===== config.mk =====
export PLATFORM = sky130hd
export DESIGN_NAME = neuron_scheduler_flat
export DESIGN_NICKNAME = d
export VERILOG_FILES = /design/src/rtl/neuron_scheduler_if.sv /design/src/rtl/neuron_scheduler.sv /design/src/flat_wrapper.sv
export SDC_FILE = /design/constraint.sdc
export NUM_CORES = 1
export LEC_CHECK = 0
export CORE_UTILIZATION = 52
export CTS_CLUSTER_SIZE = 25
export DETAILED_ROUTE_END_ITERATION = 12
export MAX_ROUTING_LAYER = met4
export PLACE_DENSITY = 0.8
export SKIP_CTS_REPAIR_TIMING = 1
export SLEW_MARGIN = 40
export SYNTH_ARGS = -nofsm -noshare
export SYNTH_HDL_FRONTEND = slang
export SYNTH_SLANG_ARGS = --single-unit

===== constraint.sdc =====
create_clock -name clk -period 2.4 [get_ports clk]
set_input_delay 0.48 -clock clk [delete_from_list [all_inputs] [get_ports clk]]
set_output_delay 0.48 -clock clk [all_outputs]
set_load 0.005 [all_outputs]

===== src/rtl/neuron_scheduler_if.sv =====
// rtl/neuron_scheduler_if.sv - scheduler-to-neuron datapath port bundle
// Scheduler side is master (operands out, results in); the neuron side is slave.
interface neuron_scheduler_if #(
   parameter int n_stage = 2
);
   localparam int W  = 2**n_stage;
   localparam int UW = n_stage + 2;

   logic [W-1:0]  nrn_w;
   logic [W-1:0]  nrn_x;
   logic [2:0]    nrn_shift;
   logic [UW-1:0] nrn_minus_teta;
   logic [UW-1:0] nrn_previus_u;
   logic          nrn_was_spike;
   logic [UW-1:0] nrn_u_out;
   logic          nrn_is_spike;

   modport master (
      output nrn_w, nrn_x, nrn_shift, nrn_minus_teta, nrn_previus_u, nrn_was_spike,
      input  nrn_u_out, nrn_is_spike
   );

   modport slave (
      input  nrn_w, nrn_x, nrn_shift, nrn_minus_teta, nrn_previus_u, nrn_was_spike,
      output nrn_u_out, nrn_is_spike
   );
endinterface


===== src/rtl/neuron_scheduler.sv =====
// rtl/neuron_scheduler.sv - time-multiplexes one neuron datapath over N_NEURONS neurons
// Optional NEURON_SCHED_UREAD_EN adds a combinational potential read port (u_rd_addr/u_rd_data).
module neuron_scheduler #(
   parameter  int n_stage   = 2,
   parameter  int N_NEURONS = 4,
   localparam int W         = 2**n_stage,
   localparam int UW        = n_stage + 2,
   localparam int AW        = $clog2(N_NEURONS)
) (
   input  logic                 clk,
   input  logic                 rst,
   input  logic                 cfg_we,
   input  logic [AW-1:0]        cfg_addr,
   input  logic [W-1:0]         cfg_wdata,
   input  logic                 clr,
   input  logic                 start,
   input  logic [W-1:0]         x_in,
   input  logic [2:0]           shift,
   input  logic [UW-1:0]        minus_teta,
   output logic                 busy,
   output logic                 done,
   output logic [N_NEURONS-1:0] spikes_out,
`ifdef NEURON_SCHED_UREAD_EN
   input  logic [AW-1:0]        u_rd_addr,
   output logic [UW-1:0]        u_rd_data,
`endif
   neuron_scheduler_if.master   nrn
);

   typedef enum logic [1:0] {S_IDLE, S_RUN, S_DONE} state_t;

   state_t                state_q, state_d;
   logic [AW-1:0]         idx_q, idx_d;
   logic [W-1:0]          x_q, x_d;
   logic [2:0]            shift_q, shift_d;
   logic [UW-1:0]         mteta_q, mteta_d;
   logic [W-1:0]          w_q [N_NEURONS];
   logic [W-1:0]          w_d [N_NEURONS];
   logic [UW-1:0]         u_q [N_NEURONS];
   logic [UW-1:0]         u_d [N_NEURONS];
   logic [N_NEURONS-1:0]  sp_q, sp_d;
   logic [N_NEURONS-1:0]  spikes_q, spikes_d;
   logic                  run;

   always_ff @(posedge clk or posedge rst) begin
      if (rst) begin
         state_q  <= S_IDLE;
         idx_q    <= '0;
         x_q      <= '0;
         shift_q  <= '0;
         mteta_q  <= '0;
         sp_q     <= '0;
         spikes_q <= '0;
         for (int i = 0; i < N_NEURONS; i++) begin
            w_q[i] <= '0;
            u_q[i] <= '0;
         end
      end else begin
         state_q  <= state_d;
         idx_q    <= idx_d;
         x_q      <= x_d;
         shift_q  <= shift_d;
         mteta_q  <= mteta_d;
         sp_q     <= sp_d;
         spikes_q <= spikes_d;
         w_q      <= w_d;
         u_q      <= u_d;
      end
   end

   always_comb begin
      state_d  = state_q;
      idx_d    = idx_q;
      x_d      = x_q;
      shift_d  = shift_q;
      mteta_d  = mteta_q;
      w_d      = w_q;
      u_d      = u_q;
      sp_d     = sp_q;
      spikes_d = spikes_q;
      case (state_q)
         S_IDLE: begin
            // A weight written alongside start is already in place for the first RUN read.
            if (cfg_we) w_d[cfg_addr] = cfg_wdata;
            if (clr) begin
               for (int i = 0; i < N_NEURONS; i++) u_d[i] = '0;
               sp_d = '0;
            end else if (start) begin
               state_d = S_RUN;
               idx_d   = '0;
               x_d     = x_in;
               shift_d = shift;
               mteta_d = minus_teta;
            end
         end
         S_RUN: begin
            u_d[idx_q]  = nrn.nrn_u_out;
            sp_d[idx_q] = nrn.nrn_is_spike;
            idx_d       = idx_q + AW'(1);
            if (idx_q == AW'(N_NEURONS - 1)) state_d = S_DONE;
         end
         S_DONE: begin
            spikes_d = sp_q;
            state_d  = S_IDLE;
         end
         default: state_d = S_IDLE;
      endcase
   end

   assign run        = (state_q == S_RUN);
   assign busy       = (state_q != S_IDLE);
   assign done       = (state_q == S_DONE);
   assign spikes_out = spikes_q;

   assign nrn.nrn_w          = run ? w_q[idx_q] : '0;
   assign nrn.nrn_x          = run ? x_q        : '0;
   assign nrn.nrn_shift      = run ? shift_q    : '0;
   assign nrn.nrn_minus_teta = run ? mteta_q    : '0;
   assign nrn.nrn_previus_u  = run ? u_q[idx_q] : '0;
   assign nrn.nrn_was_spike  = run ? sp_q[idx_q] : 1'b0;

`ifdef NEURON_SCHED_UREAD_EN
   assign u_rd_data = u_q[u_rd_addr];
`endif

endmodule


===== src/flat_wrapper.sv =====
// flat-port wrapper written by rule: the top's interface ports become plain ports
module neuron_scheduler_flat 
#(
   parameter  int n_stage   = 2,
   parameter  int N_NEURONS = 4,
   localparam int W         = 2**n_stage,
   localparam int UW        = n_stage + 2,
   localparam int AW        = $clog2(N_NEURONS)
)
  (clk, rst, cfg_we, cfg_addr, cfg_wdata, clr, start, x_in, shift, minus_teta, busy, done, spikes_out, nrn_nrn_w, nrn_nrn_x, nrn_nrn_shift, nrn_nrn_minus_teta, nrn_nrn_previus_u, nrn_nrn_was_spike, nrn_nrn_u_out, nrn_nrn_is_spike);
  neuron_scheduler_if #(.n_stage(n_stage)) nrn_i ();
  input  logic clk;
  input  logic rst;
  input  logic cfg_we;
  input  logic [AW-1:0] cfg_addr;
  input  logic [W-1:0] cfg_wdata;
  input  logic clr;
  input  logic start;
  input  logic [W-1:0] x_in;
  input  logic [2:0] shift;
  input  logic [UW-1:0] minus_teta;
  output logic busy;
  output logic done;
  output logic [N_NEURONS-1:0] spikes_out;
  output wire logic [$bits(nrn_i.nrn_w)-1:0] nrn_nrn_w;
  output wire logic [$bits(nrn_i.nrn_x)-1:0] nrn_nrn_x;
  output wire logic [$bits(nrn_i.nrn_shift)-1:0] nrn_nrn_shift;
  output wire logic [$bits(nrn_i.nrn_minus_teta)-1:0] nrn_nrn_minus_teta;
  output wire logic [$bits(nrn_i.nrn_previus_u)-1:0] nrn_nrn_previus_u;
  output wire logic [$bits(nrn_i.nrn_was_spike)-1:0] nrn_nrn_was_spike;
  input wire logic [$bits(nrn_i.nrn_u_out)-1:0] nrn_nrn_u_out;
  input wire logic [$bits(nrn_i.nrn_is_spike)-1:0] nrn_nrn_is_spike;
  assign nrn_nrn_w = nrn_i.nrn_w;
  assign nrn_nrn_x = nrn_i.nrn_x;
  assign nrn_nrn_shift = nrn_i.nrn_shift;
  assign nrn_nrn_minus_teta = nrn_i.nrn_minus_teta;
  assign nrn_nrn_previus_u = nrn_i.nrn_previus_u;
  assign nrn_nrn_was_spike = nrn_i.nrn_was_spike;
  assign nrn_i.nrn_u_out = nrn_nrn_u_out;
  assign nrn_i.nrn_is_spike = nrn_nrn_is_spike;
  neuron_scheduler #(.n_stage(n_stage), .N_NEURONS(N_NEURONS)) u_core (.clk(clk), .rst(rst), .cfg_we(cfg_we), .cfg_addr(cfg_addr), .cfg_wdata(cfg_wdata), .clr(clr), .start(start), .x_in(x_in), .shift(shift), .minus_teta(minus_teta), .busy(busy), .done(done), .spikes_out(spikes_out), .nrn(nrn_i));
endmodule

Fig. 1: cell outlines without signal wires
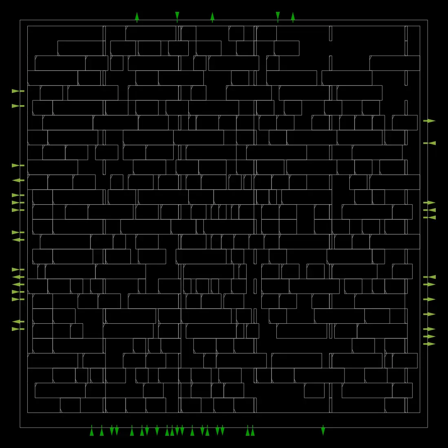
Core Area: 5070 um2
Filler Cells Inserted: 385
flop share of the area: 38.8%
Row Count: 26
Flop Count: 55

Fig. 2: placement by cell class
Scale bar: 20 um. Fill, decap, tap and diode cells in grey.
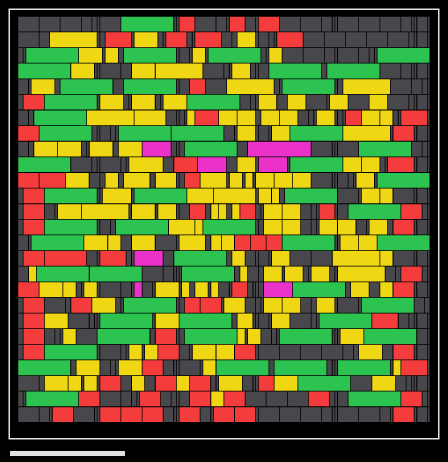
| colour | class | cells | share of their area |
|---|---|---|---|
| green | flip-flops | 55 | 40% |
| red | other buffers and delay cells | 69 | 20% |
| yellow | all other logic | 134 | 37% |
| magenta | clock drivers and dummy loads | 7 | 3.0% |

Fig. 3: where the registers sit
Scale bar: 20 um. Other sequential cells in the stronger grey, the rest of the logic in the fainter grey.
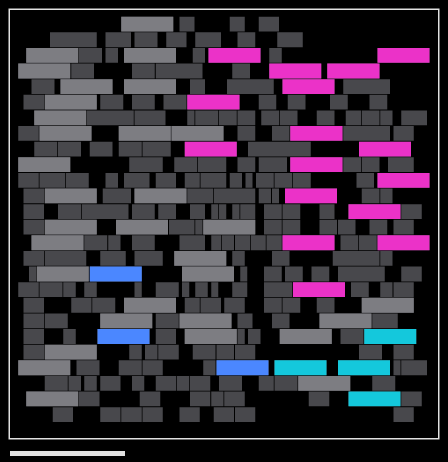
| colour | netlist name | placed flops |
|---|---|---|
| cyan | `u_core.spikes_out` | 4 |
| blue | `u_core.shift_q` | 3 |
| magenta | `u_core.u_q` | 16 |
not coloured: 32

==> impl_metrics.csv <==
group,metric,value,unit
status,status,"finished, final reports clean",
yosys,ys_top_cells_by_area,"dfrtp_1, a22o_1, mux2_2",
route,drc,0,
worst_setup_path,cp_max_fo,6,
placed_design,globalplace.congestion,0.792,
yosys,simple_gate_area_share,9.56,%
worst_setup_path,cp.depth,6,
timing,fin_skew,9.42,ps
final_layout,comb_cells,124,
clocking,cts_root_buf,"clkbuf_8",
yosys,ys_sh_adder,1.83,%
hold_path,min_path_cells,1,
yosys,largest_area_cell,"dfrtp_1",
floorplan,die_w,74.5,um
pwr,leakage,1.70,nW
worst_setup_path,critPathTopFamily,"buffers and inverters",
clocking,cts_sinks,55,
timing,hold_ws,506,ps
yosys,yosys-stat-cells,200,
yosys,async_flop_share,100,%
route,post_drt_wl_per_cell,16.9,um
grt,overflow,0,
worst_setup_path,critical_path.slowest_cell,"mux4_2",
timing,worstMarginPinSlew,436,ps
yosys,ys_sh_xor,0,%
worst_setup_path,cp-start-kind,"flop",
route,topRoutingLayerUsed,"met4",
Fig. 4: wiring by layer
Scale bar: 20 um.
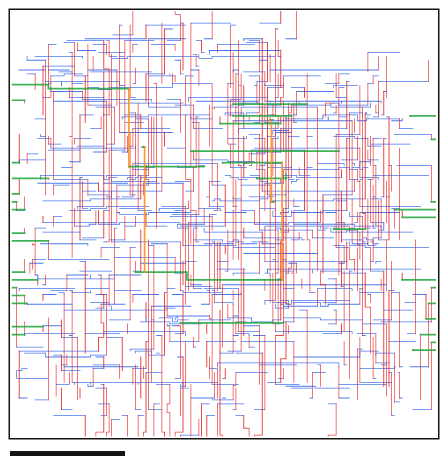
| colour | layer | wire length |
|---|---|---|
| green | met3 | 236 um |
| blue | met1 | 2410 um |
| orange | met4 | 70.0 um |
| red | met2 | 2940 um |

Fig. 5: logic cells by family
Scale bar: 20 um.
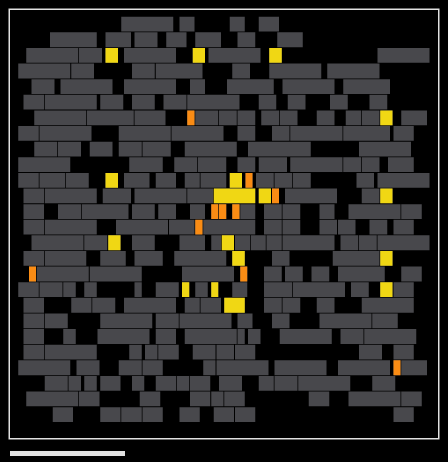
| colour | family | cells | most used |
|---|---|---|---|
| yellow | NOR gates | 17 | nor2b_1 |
| orange | inverters | 10 | inv_1 |

[per-stage QoR]
step / setup slack, ps / TNS, ps / cell area, um2 / util, %
3_5_place_dp: 244 / 0 / 3370 / 66.4
6_report: 75.9 / 0 / 3550 / 69.9
4_1_cts: -90.8 / -620 / 3470 / 68.4
3_3_place_gp: 294 / 0 / 3370 / 66.4
5_1_grt: 3.45 / 0 / 3550 / 69.9
2_1_floorplan: 577 / 0 / 2740 / -
[report_power, final]
| part | switching [mW] | internal (mW) |
|---|---|---|
| Clock | 0.290 | 0.306 |
| Sequential | 0.249 | 1.34 |
| Combinational | 0.882 | 1.35 |
[worst reg2reg max path: stages (launching register included)]
cell and delay [ps]:
dfrtp_1 410, buf_6 150, buf_4 130, inv_1 70
ha_1 170, nor2b_1 390, a22o_1 200, a22o_1 120
Power is estimated from default activity; no workload was simulated.
